`src/rtl/dct_accum_addsub.sv`:
```
// dct_accum_addsub -- pipelined signed add/subtract accumulator for the
// 8-point 2D DCT datapath. Sums TERMS tagged products per coefficient and
// emits one W-bit result per group through a valid/ready output register.
//
// Optional build macro: DCT_ACCUM_SAT_EN
//   defined   -> out_data saturates to the W-bit signed range on overflow
//   undefined -> out_data is the low W bits of the sum (two's-complement wrap)
// out_ovf flags an out-of-range group sum in both builds.
module dct_accum_addsub #(
    parameter int W     = 16,
    parameter int TERMS = 8
) (
    input  logic         clk,
    input  logic         rst_n,
    input  logic         clr,
    input  logic         in_valid,
    output logic         in_ready,
    input  logic [W-1:0] in_data,
    input  logic         in_sub,
    output logic         out_valid,
    input  logic         out_ready,
    output logic [W-1:0] out_data,
    output logic         out_ovf,
    output logic         busy
);

    // Guard bits sized so TERMS full-scale terms, including the negation of
    // the most negative operand, can never wrap the accumulator.
    localparam int AW = W + $clog2(TERMS) + 1;
    localparam int CW = $clog2(TERMS);

    localparam logic [CW-1:0] LAST_CNT = CW'(TERMS - 1);

    // Representable W-bit signed range, expressed at accumulator width.
    localparam logic signed [AW-1:0] SUM_MAX = {{(AW-W+1){1'b0}}, {(W-1){1'b1}}};
    localparam logic signed [AW-1:0] SUM_MIN = {{(AW-W+1){1'b1}}, {(W-1){1'b0}}};

`ifdef DCT_ACCUM_SAT_EN
    localparam logic [W-1:0] OUT_MAX = {1'b0, {(W-1){1'b1}}};
    localparam logic [W-1:0] OUT_MIN = {1'b1, {(W-1){1'b0}}};
`endif

    // Group phase is fully determined by the term counter.
    typedef enum logic {
        PH_IDLE  = 1'b0,
        PH_ACCUM = 1'b1
    } phase_e;

    logic signed [AW-1:0] acc_q, acc_d;
    logic [CW-1:0]        cnt_q, cnt_d;
    logic                 out_valid_q, out_valid_d;
    logic [W-1:0]         out_data_q, out_data_d;
    logic                 out_ovf_q, out_ovf_d;

    logic signed [AW-1:0] term_sext;
    logic signed [AW-1:0] term;
    logic signed [AW-1:0] sum;
    logic                 sum_hi;
    logic                 sum_lo;
    logic [W-1:0]         res_data;
    logic                 fire;
    logic                 last_beat;
    logic                 consume;
    phase_e               phase;

    assign phase    = (cnt_q == '0) ? PH_IDLE : PH_ACCUM;
    assign busy     = (phase == PH_ACCUM);
    assign in_ready = (~out_valid_q | out_ready) & ~clr;
    assign fire     = in_valid & in_ready;
    assign consume  = out_valid_q & out_ready;
    assign last_beat = (cnt_q == LAST_CNT);

    assign out_valid = out_valid_q;
    assign out_data  = out_data_q;
    assign out_ovf   = out_ovf_q;

    // Term datapath: sign-extend, optionally negate, add to the running sum,
    // then classify the full-precision result against the W-bit range.
    always_comb begin
        term_sext = {{(AW-W){in_data[W-1]}}, in_data};
        term      = in_sub ? (~term_sext + AW'(1)) : term_sext;
        // acc_q is zero in IDLE, so this also yields the first term of a group.
        sum       = acc_q + term;
        sum_hi    = (sum > SUM_MAX);
        sum_lo    = (sum < SUM_MIN);
`ifdef DCT_ACCUM_SAT_EN
        res_data  = sum_hi ? OUT_MAX : (sum_lo ? OUT_MIN : sum[W-1:0]);
`else
        res_data  = sum[W-1:0];
`endif
    end

    // Next-state for accumulator, counter and output register.
    always_comb begin
        // NOTE: every variable gets a default before any branch so no path
        // leaves it unassigned, which would otherwise infer a latch.
        acc_d       = acc_q;
        cnt_d       = cnt_q;
        out_valid_d = out_valid_q;
        out_data_d  = out_data_q;
        out_ovf_d   = out_ovf_q;

        if (clr) begin
            acc_d = '0;
            cnt_d = '0;
        end else if (fire) begin
            if (last_beat) begin
                acc_d = '0;
                cnt_d = '0;
            end else begin
                acc_d = sum;
                cnt_d = cnt_q + CW'(1);
            end
        end

        if (consume) begin
            out_valid_d = 1'b0;
        end
        // A completing group may load in the same cycle the old result leaves.
        if (fire && last_beat) begin
            out_valid_d = 1'b1;
            out_data_d  = res_data;
            out_ovf_d   = sum_hi | sum_lo;
        end
    end

    // State registers with asynchronous active-low reset.
    always_ff @(posedge clk or negedge rst_n) begin
        if (!rst_n) begin
            acc_q       <= '0;
            cnt_q       <= '0;
            out_valid_q <= 1'b0;
            out_data_q  <= '0;
            out_ovf_q   <= 1'b0;
        end else begin
            // NOTE: non-blocking assignments so every flop samples the values
            // from before this edge, independent of statement order.
            acc_q       <= acc_d;
            cnt_q       <= cnt_d;
            out_valid_q <= out_valid_d;
            out_data_q  <= out_data_d;
            out_ovf_q   <= out_ovf_d;
        end
    end

endmodule

```
`config.mk`:
```
export PLATFORM = sky130hd
export DESIGN_NAME = dct_accum_addsub
export DESIGN_NICKNAME = d
export VERILOG_FILES = /design/src/rtl/dct_accum_addsub.sv
export SDC_FILE = /design/constraint.sdc
export NUM_CORES = 1
export LEC_CHECK = 0
export ABC_AREA = 1
export CAP_MARGIN = 15
export CORE_MARGIN = 2
export CORE_UTILIZATION = 32
export CTS_CLUSTER_SIZE = 14
export DETAILED_ROUTE_END_ITERATION = 10
export GPL_TIMING_DRIVEN = 0
export PLACE_DENSITY = 0.59
export SKIP_LAST_GASP = 1
export SLEW_MARGIN = 15
export SYNTH_ARGS = -nofsm -noshare
export SYNTH_HDL_FRONTEND = slang
export SYNTH_SLANG_ARGS = --single-unit
```
`constraint.sdc`:
```
create_clock -name clk -period 3.3 [get_ports clk]
set_clock_uncertainty 0.15 [all_clocks]
set_input_delay 0.825 -clock clk [delete_from_list [all_inputs] [get_ports clk]]
set_output_delay 0.825 -clock clk [all_outputs]
set_load 0.02 [all_outputs]
```
==> reports/qor.yml <==
route:
  detail-route-antenna-nets: 0
  drc: 0
  drtIter0Drc: 154
status:
  violations: "setup timing"
  status: "complete, but fails checks"
worst_setup_path:
  reg2reg_slack_ns: 0.78
  crit_cells: 23
  worstSetupStartpointType: "input port"
  worst-path-max-fanout: 4
  r2r-start: "acc_q[0]$_DFFE_PN0P_"
  r2r-end: "out_ovf$_DFFE_PN0P_"
  slowest_stage: "ha_2"
  crit_family: "simple AND/OR/NAND/NOR gates"
cells_and_area:
  nonClkBufAreaFrac: 0.129
  clock_area_frac: 0.0243
  n_sequential_cell: 41
  comb_area_frac: 0.524
place:
  gp_congestion: 0.863
  dp.cells: 697
  hpwlAfterDp_mm: 7.32
  postPlaceCellArea_um2: 4070
timing:
  layout_setup_ws_ns: -0.195
  fmax_mhz: 286
  min_period_ns: 3.49
  worst_pin_slew_ns: 0.409
  setup_viol: 3
floorplan:
  io_pins: 42
  num_rows: 37
synth:
  yosys_area_um2: 3460
  synthArstFlopShare: 1.00
  syn_area_um2: 3460
  synth-edff-count: 0
  synthXorXnorAreaFrac: 0.0404
  post_synth_ao_oa_area_fraction: 0.116
  ys_sh_mux: 0
  floorplan.nets: 567
global_routing:
  met1_usage: 0.247
  grt_util_met3: 0.0199
cts:
  cts_sinks: 41
  cts_buffers: 5
  ctsResizeCount: 64
  cts_max_level: 2
registers in the layout, indices dropped and copies added (netlist names):
register / count
acc_q: 20
out_data: 16
cnt_q: 3
out_ovf: 1
out_valid: 1
where the power goes:
| group | switching, mW | internal (mW) | total, mW |
|---|---|---|---|
| sequential | 0.0685 | 0.574 | 0.642 |
| combinational | 0.930 | 0.604 | 1.53 |
| clock | 0.180 | 0.247 | 0.427 |
how the worst max path moves through the flow:
| stage | from | end |
|---|---|---|
| finish | in_data[8] | out_ovf$_DFFE_PN0P_ |
| CTS | in_data[1] | out_ovf$_DFFE_PN0P_ |
| floorplan | in_data[1] | out_ovf$_DFFE_PN0P_ |
| detailed placement | in_data[0] | out_ovf$_DFFE_PN0P_ |
| global route | in_data[9] | out_ovf$_DFFE_PN0P_ |
| global placement | in_data[0] | out_ovf$_DFFE_PN0P_ |
synth_stat cells, types with 2 or more instances:
library cell / number / area (um2)
o21ai_0: 30 / 150
a21oi_1: 13 / 65.1
buf_2: 3 / 15.0
inv_1: 91 / 342
nand4_1: 3 / 18.8
nand2_2: 19 / 119
o41a_1: 2 / 22.5
nand3_2: 3 / 30.0
o22ai_1: 18 / 113
nand3b_1: 4 / 30.0
xor2_1: 11 / 96.3
or2_2: 3 / 18.8
dfrtp_1: 41 / 1030
ha_1: 24 / 300
nor2_4: 3 / 33.8
nor2_2: 4 / 25.0
nand3_1: 30 / 150
xnor2_1: 5 / 43.8
nand2_1: 156 / 586
clkbuf_1: 4 / 15.0
nor2_1: 37 / 139
a21oi_2: 3 / 26.3
nor3_1: 3 / 15.0
Figure 1. Register map, names as in the netlist.
The bar under the picture is 20 um long. Other sequential cells in the stronger grey, the rest of the logic in the fainter grey.
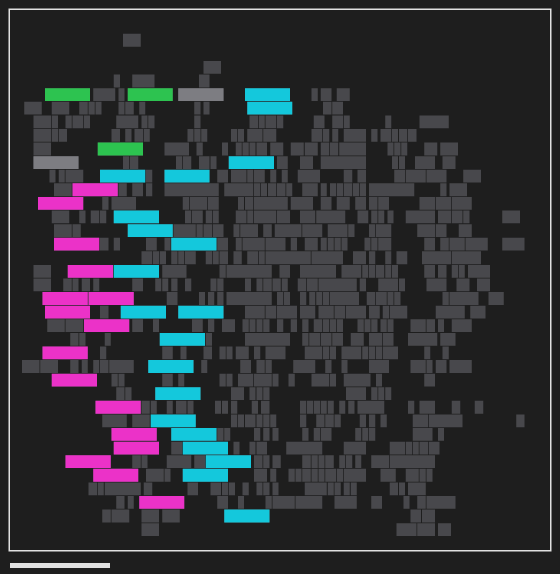
legend:
  magenta:
    signal: out_data
    placed_flops: 16
  cyan:
    signal: acc_q
    placed_flops: 20
  green:
    signal: cnt_q
    placed_flops: 3
Seq/total area: 0.214
Final Util: 0.461
Flop area: 1030 um2
seq pwr: 642 uW

Figure 2. Wire density map.
The die is cut into 22 by 22 equal tiles; dark blue is low, red is high, scaled to the fullest tile. Values are wire area over tile area, all layers added.
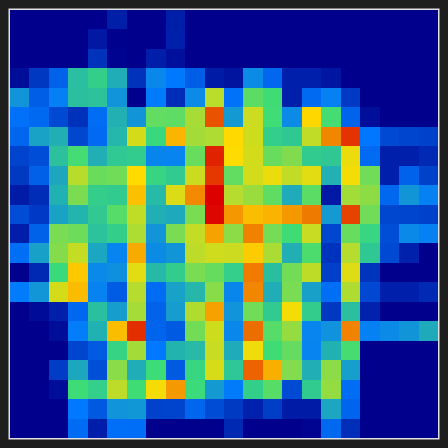
tiles over half the peak: 27%
fullest tile: 0.43
mean over tiles: 0.13
nearly empty tiles: 26%
emptiest ninth of the die: upper right
Total Wirelength: 9.84 mm
DR WL/cell: 13.5 um

Figure 3. Clock distribution.
The bar under the picture is 20 um long.
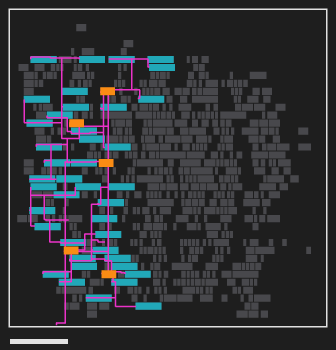
legend:
  cyan:
    item: flip-flops
    count: 41
  orange:
    item: cells driving clock nets
    count: 5
  magenta:
    item: clock wires
    length: 585 um
routed clock nets: 6
clk ins delay skew pair: 0.30 ns
Clock power frac: 0.164
clock-net power: 427 uW

Figure 4. Placement view.
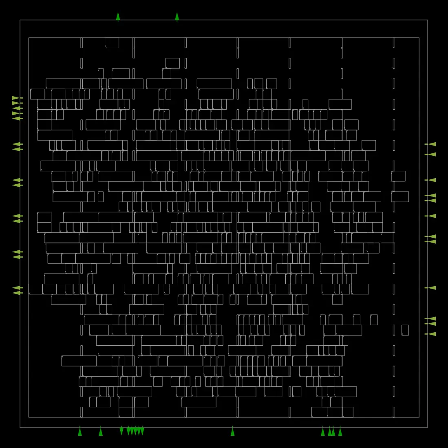
Core Area: 10400 um2
Non-Filler Instances: 727

Figure 5. Cells by drive strength.
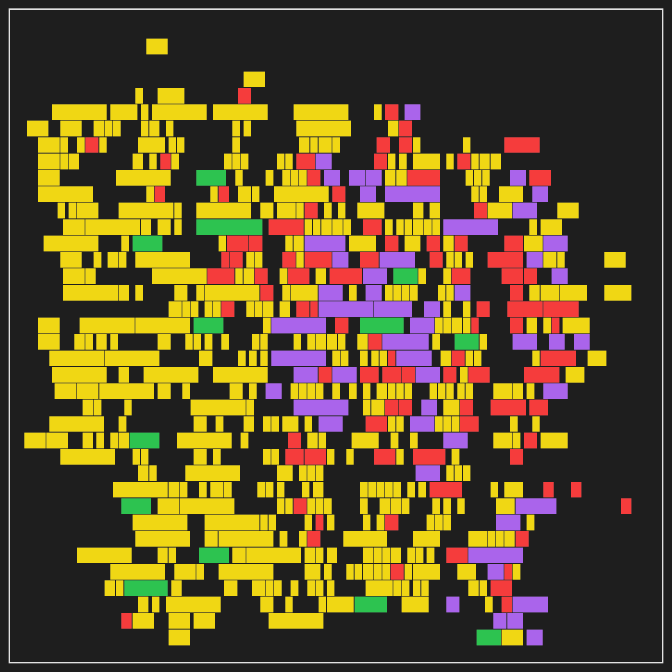
legend:
  red:
    size: drive 2
    cells: 93
    share: 16%
  green:
    size: drive 6 and up
    cells: 13
    share: 2.2%
  yellow:
    size: drive 1 or less
    cells: 433
    share: 73%
  purple:
    size: drive 3 to 4
    cells: 52
    share: 8.8%
Design Area, Final: 4800 um2
P&R area growth vs syn: 38.5%
nonclk buf count: 71
fin worst setup slack: -0.195 ns

Power and IR drop assume default switching activity.
